### src/rtl/ex_mem_stage_if.sv
// EX/MEM beat bus: valid/ready handshake plus WB/M control, rd address, ALU result, store data.
// Latency: none, wires only.
// Backpressure: master holds valid and payload until ready is seen high at a clock edge.
// Ports: valid, wb, m, rd_addr, alu_data, data driven by master; ready driven by slave.
interface ex_mem_stage_if #(
    parameter int DATA_W = 32,
    parameter int ADDR_W = 5,
    parameter int WB_W   = 2,
    parameter int M_W    = 2
);
    logic              valid;
    logic              ready;
    logic [WB_W-1:0]   wb;
    logic [M_W-1:0]    m;
    logic [ADDR_W-1:0] rd_addr;
    logic [DATA_W-1:0] alu_data;
    logic [DATA_W-1:0] data;

    modport master (output valid, wb, m, rd_addr, alu_data, data, input ready);
    modport slave  (input  valid, wb, m, rd_addr, alu_data, data, output ready);
endinterface

### src/rtl/ex_mem_stage.sv
// EX/MEM pipeline register with a 2-entry skid buffer, synchronous flush and bubble gating.
// Latency: 1 cycle from accept to output when the stage is empty, or holds one entry and pops.
// Backpressure: in_bus.ready = !skid_valid straight from a register, so out_bus.ready has no comb path to EX.
// Ports: clk, rst (sync, active high), flush; in_bus (slave, from EX); out_bus (master, to MEM);
//        fw / mem_read / mem_write are the gated RegWrite / MemRead / MemWrite of the head entry.
module ex_mem_stage #(
    parameter int DATA_W = 32,
    parameter int ADDR_W = 5,
    parameter int WB_W   = 2,
    parameter int M_W    = 2
) (
    input  logic          clk,
    input  logic          rst,
    input  logic          flush,
    ex_mem_stage_if.slave  in_bus,
    ex_mem_stage_if.master out_bus,
    output logic          fw,
    output logic          mem_read,
    output logic          mem_write
);
    typedef struct packed {
        logic [WB_W-1:0]   wb;
        logic [M_W-1:0]    m;
        logic [ADDR_W-1:0] rd_addr;
        logic [DATA_W-1:0] alu_data;
        logic [DATA_W-1:0] data;
    } entry_t;

    entry_t head, skid, in_entry;
    logic   head_valid, skid_valid;
    logic   accept, pop;

    assign in_entry = '{wb: in_bus.wb, m: in_bus.m, rd_addr: in_bus.rd_addr,
                        alu_data: in_bus.alu_data, data: in_bus.data};

    assign in_bus.ready = ~skid_valid;
    assign accept       = in_bus.valid & ~skid_valid;
    assign pop          = head_valid & out_bus.ready;

    // skid_valid implies head_valid, so the skid slot is only ever filled
    // while the head is occupied and is drained into the head on a pop.
    always_ff @(posedge clk) begin
        if (rst) begin
            head_valid <= 1'b0;
            skid_valid <= 1'b0;
            head       <= '0;
            skid       <= '0;
        end else if (flush) begin
            // Only the valids drop; payload is left as is and the
            // same-cycle input beat is swallowed.
            head_valid <= 1'b0;
            skid_valid <= 1'b0;
        end else if (!head_valid) begin
            if (accept) begin
                head       <= in_entry;
                head_valid <= 1'b1;
            end
        end else if (!skid_valid) begin
            if (accept && pop) begin
                head <= in_entry;
            end else if (accept) begin
                skid       <= in_entry;
                skid_valid <= 1'b1;
            end else if (pop) begin
                head_valid <= 1'b0;
            end
        end else if (pop) begin
            head       <= skid;
            skid_valid <= 1'b0;
        end
    end

    // Control fields are forced to zero on a bubble so MEM never sees a
    // stale RegWrite/MemRead/MemWrite; datapath fields show the head as is.
    assign out_bus.valid    = head_valid;
    assign out_bus.wb       = head_valid ? head.wb : '0;
    assign out_bus.m        = head_valid ? head.m  : '0;
    assign out_bus.rd_addr  = head.rd_addr;
    assign out_bus.alu_data = head.alu_data;
    assign out_bus.data     = head.data;

    assign fw        = head_valid & head.wb[0];
    assign mem_read  = head_valid & head.m[0];
    assign mem_write = head_valid & head.m[1];
endmodule

### src/flat_wrapper.sv
// flat-port wrapper written by rule: the top's interface ports become plain ports
module ex_mem_stage_flat 
#(
    parameter int DATA_W = 32,
    parameter int ADDR_W = 5,
    parameter int WB_W   = 2,
    parameter int M_W    = 2
)
  (clk, rst, flush, fw, mem_read, mem_write, in_bus_valid, in_bus_wb, in_bus_m, in_bus_rd_addr, in_bus_alu_data, in_bus_data, in_bus_ready, out_bus_valid, out_bus_wb, out_bus_m, out_bus_rd_addr, out_bus_alu_data, out_bus_data, out_bus_ready);
  ex_mem_stage_if #(.DATA_W(DATA_W), .ADDR_W(ADDR_W), .WB_W(WB_W), .M_W(M_W)) in_bus_i ();
  ex_mem_stage_if #(.DATA_W(DATA_W), .ADDR_W(ADDR_W), .WB_W(WB_W), .M_W(M_W)) out_bus_i ();
  input  logic clk;
  input  logic rst;
  input  logic flush;
  output logic fw;
  output logic mem_read;
  output logic mem_write;
  input wire logic [$bits(in_bus_i.valid)-1:0] in_bus_valid;
  input wire logic [$bits(in_bus_i.wb)-1:0] in_bus_wb;
  input wire logic [$bits(in_bus_i.m)-1:0] in_bus_m;
  input wire logic [$bits(in_bus_i.rd_addr)-1:0] in_bus_rd_addr;
  input wire logic [$bits(in_bus_i.alu_data)-1:0] in_bus_alu_data;
  input wire logic [$bits(in_bus_i.data)-1:0] in_bus_data;
  output wire logic [$bits(in_bus_i.ready)-1:0] in_bus_ready;
  output wire logic [$bits(out_bus_i.valid)-1:0] out_bus_valid;
  output wire logic [$bits(out_bus_i.wb)-1:0] out_bus_wb;
  output wire logic [$bits(out_bus_i.m)-1:0] out_bus_m;
  output wire logic [$bits(out_bus_i.rd_addr)-1:0] out_bus_rd_addr;
  output wire logic [$bits(out_bus_i.alu_data)-1:0] out_bus_alu_data;
  output wire logic [$bits(out_bus_i.data)-1:0] out_bus_data;
  input wire logic [$bits(out_bus_i.ready)-1:0] out_bus_ready;
  assign in_bus_i.valid = in_bus_valid;
  assign in_bus_i.wb = in_bus_wb;
  assign in_bus_i.m = in_bus_m;
  assign in_bus_i.rd_addr = in_bus_rd_addr;
  assign in_bus_i.alu_data = in_bus_alu_data;
  assign in_bus_i.data = in_bus_data;
  assign in_bus_ready = in_bus_i.ready;
  assign out_bus_valid = out_bus_i.valid;
  assign out_bus_wb = out_bus_i.wb;
  assign out_bus_m = out_bus_i.m;
  assign out_bus_rd_addr = out_bus_i.rd_addr;
  assign out_bus_alu_data = out_bus_i.alu_data;
  assign out_bus_data = out_bus_i.data;
  assign out_bus_i.ready = out_bus_ready;
  ex_mem_stage #(.DATA_W(DATA_W), .ADDR_W(ADDR_W), .WB_W(WB_W), .M_W(M_W)) u_core (.clk(clk), .rst(rst), .flush(flush), .in_bus(in_bus_i), .out_bus(out_bus_i), .fw(fw), .mem_read(mem_read), .mem_write(mem_write));
endmodule
### config.mk
export PLATFORM = sky130hd
export DESIGN_NAME = ex_mem_stage_flat
export DESIGN_NICKNAME = d
export VERILOG_FILES = /design/src/rtl/ex_mem_stage_if.sv /design/src/rtl/ex_mem_stage.sv /design/src/flat_wrapper.sv
export SDC_FILE = /design/constraint.sdc
export NUM_CORES = 1
export LEC_CHECK = 0
export CAP_MARGIN = 10
export CORE_MARGIN = 3
export CORE_UTILIZATION = 50
export CTS_CLUSTER_SIZE = 8
export DETAILED_ROUTE_END_ITERATION = 8
export GPL_ROUTABILITY_DRIVEN = 0
export PLACE_DENSITY = 0.84
export SYNTH_ARGS = -nofsm -noshare
export SYNTH_HDL_FRONTEND = slang
export SYNTH_SLANG_ARGS = --single-unit
### constraint.sdc
create_clock -name clk -period 2.3 [get_ports clk]
set_input_delay 0.69 -clock clk [delete_from_list [all_inputs] [get_ports clk]]
set_output_delay 0.69 -clock clk [all_outputs]
set_load 0.05 [all_outputs]
**Cell placement**

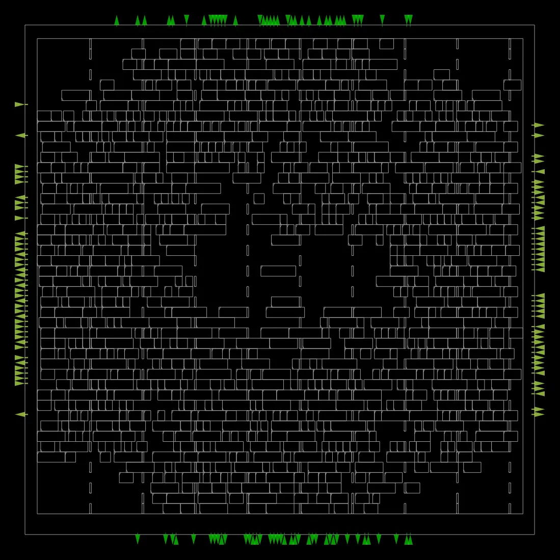
# Taps: 216
Final Non-Filler Cells: 1187
Util after Layout: 0.635
FILL cells: 1342

**Layout detail**

Window x 52 to 82, y 52 to 82 um. Cells in gray, sequential cells in the stronger gray; small squares are vias.
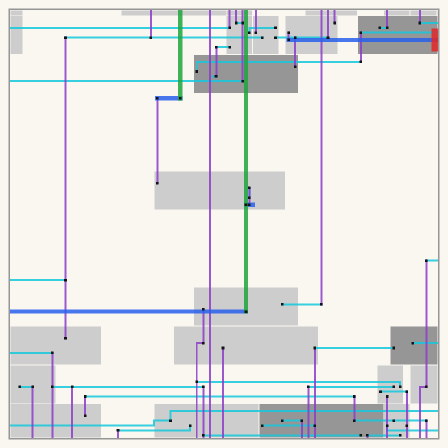
legend:
  purple:
    layer: M2
  blue:
    layer: M3
  green:
    layer: M4
  cyan:
    layer: M1
  red:
    layer: M5
cells with their middle in the window: 14
sequential cells in the window: 3
most frequent: buf_12 (4), o21ai_0 (2), dfxtp_1 (2)
netlist names of flops here include: u_core.skid (2), u_core.out_bus.valid (1)

==> out/summary.txt <==
Critical path arrival: 1.59 ns
Slowest-stage cell, CP: clkdlybuf4s50_1
Outcome: completed
DR DRC count: 0
Via-per-instance ratio: 6.20
Kind of critical path: reg2out
Port bufs: 155
Grt total ovfl: 0
Clock Tree Root: clkbuf_16
Pwr Total: 6.59 mW
CTS tree: built
Syn_nets: 1026
Synthesized cell area: 8210 sq um
Final tally of max-slew violations: 0
Post-Place Cells: 1154
N_diodes: 0
Vias in the first global route: 6930
Avg Inst Size Synth: 8.66 sq um
Total core area: 16000 sq um
# Cells Yosys: 948
Drt first pass iters: 5
Distinct lib cells used: 25
Top_reg_cell synth: dfxtp_1
Global-route wire length before repair: 35600 um
Share of post-route cells with drive strength above 1: 0.127
CTS buffer count: 17
Worst setup SP type: flip-flop
Yosys synthesis chip area: 8210 sq um
Post-synth regs: 148
Fmax: 0.439 GHz
# H-tree levels: 4
Critical-path cell list: clkdlybuf4s50_1
Max-cap viol count: 0
DP Wirelength: 12500 um
Data required time at the worst endpoint: 1.61 ns
DR iter-0 viols: 657
CP Buf/Inv Count: 1
Setup violators final: 0
**Wiring heat map**

Drawn at 2 px/um. The die is cut into 27 by 27 equal tiles; dark purple is low, yellow is high, scaled to the fullest tile. Values are wire area over tile area, all layers added.
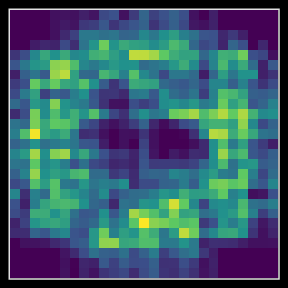
emptiest ninth of the die: center
tiles over half the peak: 28%
mean over tiles: 0.20
fullest tile: 0.56
DRT Wirelength: 21600 um
vias after detailed routing: 7361
WL/cell: 18.2 um
gr usage total: 0.237

## report_power, final
part	internal (mW)	switching, mW
logic	0.431	0.600
clock network	1.80	1.08
registers	2.63	0.0458
## area by class of cell
cell class,count,area [sq um],area share
Multi-Input combinational cell,597,4080,0.401
Sequential cell,148,2970,0.292
Timing Repair Buffer,192,2220,0.218
Clock buffer,25,526,0.0517
Tap cell,216,270,0.0266
Clock inverter,7,90.1,0.00887
Inverter,2,7.51,0.000739
## layout by cell type (no fill, tap or decap), types with 2 or more instances in the layout
| cell type | n |
|---|---|
| nand3_1 | 146 |
| clkinv_2 | 3 |
| and2_2 | 3 |
| a2111o_1 | 73 |
| dfxtp_1 | 146 |
| dlygate4sd2_1 | 2 |
| a21bo_1 | 44 |
| a21oi_1 | 147 |
| bufinv_16 | 2 |
| o31ai_1 | 73 |
| clkbuf_16 | 17 |
| clkbuf_8 | 7 |
| dfxtp_4 | 2 |
| dlymetal6s2s_1 | 22 |
| a21bo_2 | 29 |
| clkdlybuf4s50_1 | 115 |
| o21ai_0 | 73 |
| buf_12 | 28 |
| buf_4 | 23 |
## flip-flops by register name (all words and copies together), names as in the netlist
| name | flops |
|---|---|
| u_core.out_bus.valid | 1 |
| u_core.head | 4 |
| u_core.skid | 73 |
| u_core.out_bus.data | 32 |
| u_core.out_bus.alu_data | 32 |
| u_core.out_bus.rd_addr | 5 |
| u_core.skid_valid | 1 |
## timing repair
item / 4_1_cts / 5_1_grt
gates resized: 2 / 22
pin swaps: 0 / 0
setup endpoints to repair: 2 / 23
setup buffers: 0 / 1
cloned: 0 / 0
## metal layers
metal	up-vias	global-route usage	routed length, um
met5	-	0	13
met4	2	0.0769	449
met3	36	0.0608	1520
met2	281	0.374	10100
met1	3510	0.320	9500
li1	3532	-	-
## per-stage QoR
stage / TNS, ns / cell area [sq um] / setup slack, ns
CTS: 0 / 10100 / 0.00178
global route: 0 / 10200 / 0.000714
global placement: 0 / 9460 / 0.0441
floorplan: 0 / 8220 / 0.102
finish: 0 / 10200 / 0.0233
detailed placement: -0.0454 / 9460 / -0.0243
## final timing paths
kind,slack (ns),endpoint,startpoint,depth (start not counted)
worst max-delay path,0.02,out_bus_alu_data[30],u_core.out_bus.alu_data[30],1
worst min-delay path,0.46,u_core.head[70],u_core.head[70],2
worst max register to register,0.46,u_core.out_bus.alu_data[31],u_core.out_bus.valid,4
worst min register to register,0.46,u_core.head[70],u_core.head[70],2
## cells by family after synthesis
| logic type | after synthesis | synth area share |
|---|---|---|
| AND/OR/NAND/NOR | 155 | 0.0968 |
| multiplexers | 1 | 0.00122 |
| flip-flops | 148 | 0.361 |
| AND-OR/OR-AND | 441 | 0.392 |
| buffers and inverters | 203 | 0.149 |
No activity file was given, so power comes from the tool's default toggle rates.
